<file path="src/rtl/ofs_fim_eth_pause_ctrl_if.sv">
// Flow-control sideband bundle: config and RX fill levels in, pause/PFC indications out.
// master drives config and fill levels; slave is the pause controller.
interface ofs_fim_eth_pause_ctrl_if #(
  parameter int NUM_CH    = 4,
  parameter int NUM_PRIO  = 8,
  parameter int FILL_W    = 12,
  parameter int REFRESH_W = 16,
  parameter int CNT_W     = 16
);
  logic                             cfg_enable;
  logic                             cfg_pfc_mode;
  logic [FILL_W-1:0]                cfg_xoff_thresh;
  logic [FILL_W-1:0]                cfg_xon_thresh;
  logic [REFRESH_W-1:0]             cfg_refresh_cycles;
  logic [NUM_CH*NUM_PRIO*FILL_W-1:0] rx_fill;
  logic [NUM_CH-1:0]                pause_xoff;
  logic [NUM_CH-1:0]                pause_xon;
  logic [NUM_CH*8-1:0]              pfc_xoff;
  logic [NUM_CH*NUM_PRIO-1:0]       xoff_state;
  logic [NUM_CH*CNT_W-1:0]          xoff_events;

  modport master (
    output cfg_enable, cfg_pfc_mode, cfg_xoff_thresh, cfg_xon_thresh,
           cfg_refresh_cycles, rx_fill,
    input  pause_xoff, pause_xon, pfc_xoff, xoff_state, xoff_events
  );

  modport slave (
    input  cfg_enable, cfg_pfc_mode, cfg_xoff_thresh, cfg_xon_thresh,
           cfg_refresh_cycles, rx_fill,
    output pause_xoff, pause_xon, pfc_xoff, xoff_state, xoff_events
  );
endinterface

</file>
<file path="src/rtl/ofs_fim_eth_pause_ctrl.sv">
// Per-channel link pause / PFC generator from RX fill levels with hysteresis and XOFF refresh.
// Fill to pause_xoff / pfc_xoff latency 2 cycles; no backpressure, pulses are issued unconditionally.
module ofs_fim_eth_pause_ctrl #(
  parameter int NUM_CH    = 4,
  parameter int NUM_PRIO  = 8,
  parameter int FILL_W    = 12,
  parameter int REFRESH_W = 16,
  parameter int CNT_W     = 16
) (
  input  logic                    clk,
  input  logic                    rst_n,
  ofs_fim_eth_pause_ctrl_if.slave fc
);
  localparam int NP = NUM_CH * NUM_PRIO;

  typedef enum logic {IDLE = 1'b0, HOLD = 1'b1} fsm_e;

  logic [NP-1:0]        xoff_state_q, xoff_state_d;
  logic [NP-1:0]        pfc_q, pfc_d;
  logic [NUM_CH-1:0]    pause_xoff_q, pause_xoff_d;
  logic [NUM_CH-1:0]    pause_xon_q, pause_xon_d;
  fsm_e                 fsm_q   [NUM_CH];
  fsm_e                 fsm_d   [NUM_CH];
  logic [REFRESH_W-1:0] timer_q [NUM_CH];
  logic [REFRESH_W-1:0] timer_d [NUM_CH];
  logic [CNT_W-1:0]     evt_q   [NUM_CH];
  logic [CNT_W-1:0]     evt_d   [NUM_CH];

  logic [NUM_CH-1:0]       ch_xoff;
  logic [NUM_CH-1:0]       evt_inc;
  logic [NUM_CH-1:0]       busy;
  logic                    link_on;
  logic [FILL_W-1:0]       fill;
  logic [NUM_CH*8-1:0]     pfc_out;
  logic [NUM_CH*CNT_W-1:0] evt_out;

  // The "fill < xoff" release term keeps a misconfigured xon >= xoff from oscillating.
  always_comb begin
    fill         = '0;
    xoff_state_d = xoff_state_q;
    for (int i = 0; i < NP; i++) begin
      fill = fc.rx_fill[i*FILL_W +: FILL_W];
      if (!fc.cfg_enable)
        xoff_state_d[i] = 1'b0;
      else if (!xoff_state_q[i] && fill >= fc.cfg_xoff_thresh)
        xoff_state_d[i] = 1'b1;
      else if (xoff_state_q[i] && fill <= fc.cfg_xon_thresh && fill < fc.cfg_xoff_thresh)
        xoff_state_d[i] = 1'b0;
    end
    pfc_d   = fc.cfg_pfc_mode ? xoff_state_q : '0;
    ch_xoff = '0;
    pfc_out = '0;
    evt_out = '0;
    for (int ch = 0; ch < NUM_CH; ch++) begin
      ch_xoff[ch] = |xoff_state_q[ch*NUM_PRIO +: NUM_PRIO];
      for (int p = 0; p < NUM_PRIO; p++)
        pfc_out[ch*8+p] = pfc_q[ch*NUM_PRIO+p];
      evt_out[ch*CNT_W +: CNT_W] = evt_q[ch];
    end
  end

  // Any pulse in the previous cycle blocks a new one, guaranteeing an idle cycle between pulses.
  always_comb begin
    link_on      = fc.cfg_enable && !fc.cfg_pfc_mode;
    pause_xoff_d = '0;
    pause_xon_d  = '0;
    evt_inc      = '0;
    busy         = pause_xoff_q | pause_xon_q;
    for (int ch = 0; ch < NUM_CH; ch++) begin
      fsm_d[ch]   = fsm_q[ch];
      timer_d[ch] = timer_q[ch];
      case (fsm_q[ch])
        IDLE: begin
          if (link_on && ch_xoff[ch] && !busy[ch]) begin
            pause_xoff_d[ch] = 1'b1;
            timer_d[ch]      = fc.cfg_refresh_cycles;
            fsm_d[ch]        = HOLD;
            evt_inc[ch]      = 1'b1;
          end
        end
        HOLD: begin
          if (!link_on || !ch_xoff[ch]) begin
            if (!busy[ch]) begin
              pause_xon_d[ch] = 1'b1;
              timer_d[ch]     = '0;
              fsm_d[ch]       = IDLE;
            end
          end else if (fc.cfg_refresh_cycles != '0) begin
            if (timer_q[ch] <= REFRESH_W'(1)) begin
              if (!busy[ch]) begin
                pause_xoff_d[ch] = 1'b1;
                timer_d[ch]      = fc.cfg_refresh_cycles;
              end else begin
                timer_d[ch] = REFRESH_W'(1);
              end
            end else begin
              timer_d[ch] = timer_q[ch] - REFRESH_W'(1);
            end
          end
        end
        default: fsm_d[ch] = IDLE;
      endcase
      if (fc.cfg_pfc_mode && |(pfc_d[ch*NUM_PRIO +: NUM_PRIO] & ~pfc_q[ch*NUM_PRIO +: NUM_PRIO]))
        evt_inc[ch] = 1'b1;
      evt_d[ch] = (evt_inc[ch] && !(&evt_q[ch])) ? evt_q[ch] + CNT_W'(1) : evt_q[ch];
    end
  end

  always_ff @(posedge clk or negedge rst_n) begin
    if (!rst_n) begin
      xoff_state_q <= '0;
      pfc_q        <= '0;
      pause_xoff_q <= '0;
      pause_xon_q  <= '0;
      for (int ch = 0; ch < NUM_CH; ch++) begin
        fsm_q[ch]   <= IDLE;
        timer_q[ch] <= '0;
        evt_q[ch]   <= '0;
      end
    end else begin
      xoff_state_q <= xoff_state_d;
      pfc_q        <= pfc_d;
      pause_xoff_q <= pause_xoff_d;
      pause_xon_q  <= pause_xon_d;
      for (int ch = 0; ch < NUM_CH; ch++) begin
        fsm_q[ch]   <= fsm_d[ch];
        timer_q[ch] <= timer_d[ch];
        evt_q[ch]   <= evt_d[ch];
      end
    end
  end

  assign fc.pause_xoff  = pause_xoff_q;
  assign fc.pause_xon   = pause_xon_q;
  assign fc.pfc_xoff    = pfc_out;
  assign fc.xoff_state  = xoff_state_q;
  assign fc.xoff_events = evt_out;
endmodule

</file>
<file path="src/flat_wrapper.sv">
// flat-port wrapper written by rule: the top's interface ports become plain ports
module ofs_fim_eth_pause_ctrl_flat 
#(
  parameter int NUM_CH    = 4,
  parameter int NUM_PRIO  = 8,
  parameter int FILL_W    = 12,
  parameter int REFRESH_W = 16,
  parameter int CNT_W     = 16
)
  (clk, rst_n, fc_cfg_enable, fc_cfg_pfc_mode, fc_cfg_xoff_thresh, fc_cfg_xon_thresh, fc_cfg_refresh_cycles, fc_rx_fill, fc_pause_xoff, fc_pause_xon, fc_pfc_xoff, fc_xoff_state, fc_xoff_events);
  ofs_fim_eth_pause_ctrl_if #(.NUM_CH(NUM_CH), .NUM_PRIO(NUM_PRIO), .FILL_W(FILL_W), .REFRESH_W(REFRESH_W), .CNT_W(CNT_W)) fc_i ();
  input  logic clk;
  input  logic rst_n;
  input wire logic [$bits(fc_i.cfg_enable)-1:0] fc_cfg_enable;
  input wire logic [$bits(fc_i.cfg_pfc_mode)-1:0] fc_cfg_pfc_mode;
  input wire logic [$bits(fc_i.cfg_xoff_thresh)-1:0] fc_cfg_xoff_thresh;
  input wire logic [$bits(fc_i.cfg_xon_thresh)-1:0] fc_cfg_xon_thresh;
  input wire logic [$bits(fc_i.cfg_refresh_cycles)-1:0] fc_cfg_refresh_cycles;
  input wire logic [$bits(fc_i.rx_fill)-1:0] fc_rx_fill;
  output wire logic [$bits(fc_i.pause_xoff)-1:0] fc_pause_xoff;
  output wire logic [$bits(fc_i.pause_xon)-1:0] fc_pause_xon;
  output wire logic [$bits(fc_i.pfc_xoff)-1:0] fc_pfc_xoff;
  output wire logic [$bits(fc_i.xoff_state)-1:0] fc_xoff_state;
  output wire logic [$bits(fc_i.xoff_events)-1:0] fc_xoff_events;
  assign fc_i.cfg_enable = fc_cfg_enable;
  assign fc_i.cfg_pfc_mode = fc_cfg_pfc_mode;
  assign fc_i.cfg_xoff_thresh = fc_cfg_xoff_thresh;
  assign fc_i.cfg_xon_thresh = fc_cfg_xon_thresh;
  assign fc_i.cfg_refresh_cycles = fc_cfg_refresh_cycles;
  assign fc_i.rx_fill = fc_rx_fill;
  assign fc_pause_xoff = fc_i.pause_xoff;
  assign fc_pause_xon = fc_i.pause_xon;
  assign fc_pfc_xoff = fc_i.pfc_xoff;
  assign fc_xoff_state = fc_i.xoff_state;
  assign fc_xoff_events = fc_i.xoff_events;
  ofs_fim_eth_pause_ctrl #(.NUM_CH(NUM_CH), .NUM_PRIO(NUM_PRIO), .FILL_W(FILL_W), .REFRESH_W(REFRESH_W), .CNT_W(CNT_W)) u_core (.clk(clk), .rst_n(rst_n), .fc(fc_i));
endmodule
</file>
<file path="config.mk">
export PLATFORM = sky130hd
export DESIGN_NAME = ofs_fim_eth_pause_ctrl_flat
export DESIGN_NICKNAME = d
export VERILOG_FILES = /design/src/rtl/ofs_fim_eth_pause_ctrl_if.sv /design/src/rtl/ofs_fim_eth_pause_ctrl.sv /design/src/flat_wrapper.sv
export SDC_FILE = /design/constraint.sdc
export NUM_CORES = 1
export LEC_CHECK = 0
export CORE_UTILIZATION = 48
export DETAILED_ROUTE_END_ITERATION = 7
export PLACE_DENSITY = 0.79
export SLEW_MARGIN = 40
export SYNTH_ARGS = -nofsm -noshare
export SYNTH_HDL_FRONTEND = slang
export SYNTH_SLANG_ARGS = --single-unit
</file>
<file path="constraint.sdc">
create_clock -name clk -period 2.2 [get_ports clk]
set_input_delay 0.66 -clock clk [delete_from_list [all_inputs] [get_ports clk]]
set_output_delay 0.66 -clock clk [all_outputs]
set_load 0.01 [all_outputs]
</file>
clock_wires.png
(2 px per um)
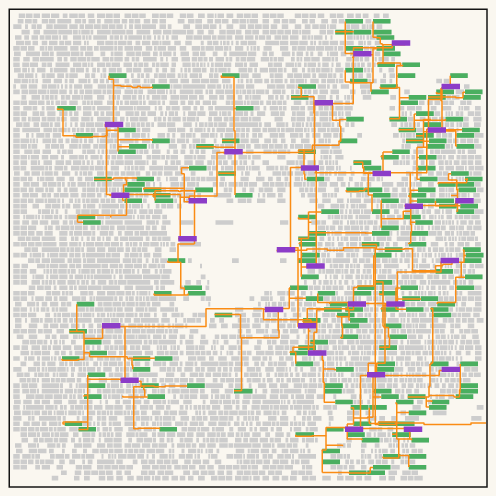
[clock-net drivers] purple | count: 28
[flip-flops] green | count: 204
[clock wires] orange | length: 3600 um
routed clock nets: 29
flops lie: spread over the die

clock_nets.png
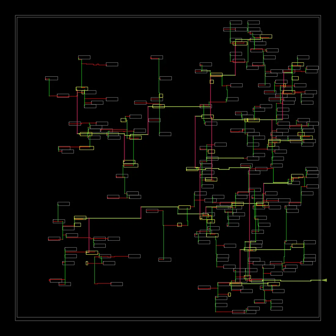
clock network power consumption: 4690 uW
flip-flops: 204
clk latency late pin: 580 ps
CTS sink cnt: 204
CTS buffer count: 28

==> Slide: Implementation Results <==
Key Metrics from the Run

Clock tree
  – Hold_buf cts: 1
  – H-tree depth: 1
  – Clk slew on worst S/H paths: 70 ps

Die
  – Die height: 238 um
  – Number of well taps: 748
  – Die x size: 238 um

Status
  – Failing checks: negative setup slack
  – Outcome: complete, but fails checks

Drt
  – Met3 wire length: 15300 um

Min path
  – Type of the tightest min-delay check: reg -> reg
  – Min-Delay Endpoint: u_core.fc.xoff_events[5]

Critical path
  – Data arrival, critical path: 2840 ps
  – RR Startpoint: u_core.fc.xoff_state[25]
  – Critical R2R Capture: u_core.timer_q[1]
  – FF-to-FF path depth: 8

Finish
  – # fillers: 3890
  – Clock-cell share: 0.0230
  – Area growth syn-to-layout: 50.1%
  – Antenna cell count: 24
  – Most numerous logic cell after layout: ha_1

Yosys
  – Syn avg cell area: 8.76 um2
  – Post-Syn Area: 26800 um2

STA
  – Fmax: 0.424 GHz
  – Final WS setup: -157 ps
  – Final setup vio count: 64
  – RSZ-0062 raised after global routing: yes
  – Final worst-path cycle share: 1.07
  – Worst Max-Slew Pin Slew: 828 ps
  – Tmin final: 2360 ps
  – Rel. slew slack: 0.448

GRT
  – First-pass GRT wire length: 170000 um
  – Top Usage Layer GRT: met2

Place
  – Routability cong.: 1.01

Power
  – Clock power frac: 0.212
  – Reg power frac: 0.262

Flow run
  – Tool Warnings: 33
port_trees.png
(1.5 px per um)
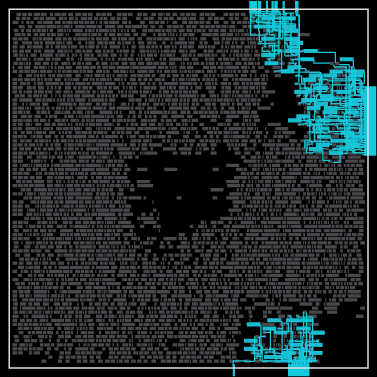
| port | colour | direction | end cells | buffers | wire |
|---|---|---|---|---|---|
| fc_xoff_events | cyan | output | 64 | 66 | 3350 um |

-- how the worst max path moves through the flow --
stage,start,endpoint,slack [ps],cells after the start
3_5_place_dp,fc_cfg_xon_thresh[5],u_core.fc.xoff_state[5],-790,10
3_3_place_gp,fc_cfg_xon_thresh[5],u_core.fc.xoff_state[3],-700,10
5_1_grt,u_core.fc.xoff_state[25],u_core.timer_q[1],-190,8
4_1_cts,u_core.timer_q[41],u_core.timer_q[40],-120,8
6_report,u_core.fc.xoff_state[25],u_core.timer_q[1],-160,8
2_1_floorplan,fc_cfg_xon_thresh[5],u_core.fc.xoff_state[10],-280,8
-- Yosys cell counts (all sizes together), types with 29 or more instances --
cell type,count,area share
xor2,31,0.010
a21oi,358,0.067
a21boi,33,0.0093
and4,61,0.020
nor2,132,0.019
o211ai,36,0.010
dfrtp,204,0.19
a31oi,29,0.0068
nand4,91,0.021
nand3,74,0.014
o21ai,252,0.047
ha,780,0.36
inv,122,0.017
nor3,41,0.0077
and2,38,0.0089
nand2,204,0.029
a21o,96,0.027
xnor2,42,0.014
nor2b,117,0.027
-- cell families after synthesis --
group | after synthesis | synth area share
AOI/OAI and AO/OA | 958 | 0.218
and+or+nand+nor | 865 | 0.174
adders and majority gates | 780 | 0.365
DFF | 204 | 0.191
buffers and inverters | 165 | 0.0246
xor gates and xnor gates | 73 | 0.0239
muxes | 11 | 0.00435
-- metrics by stage --
stage	power (uW)	utilization	hold WS, ps	setup TNS, ps	setup WS, ps
2_1_floorplan	10700	-	364	-9380	-284
3_3_place_gp	15500	0.673	475	-62200	-696
3_5_place_dp	15800	0.673	487	-68260	-791
4_1_cts	21000	0.704	497	-2600	-120
5_1_grt	23200	0.729	515	-8360	-194
6_report	22100	0.730	494	-3800	-157
Power and IR drop assume default switching activity.
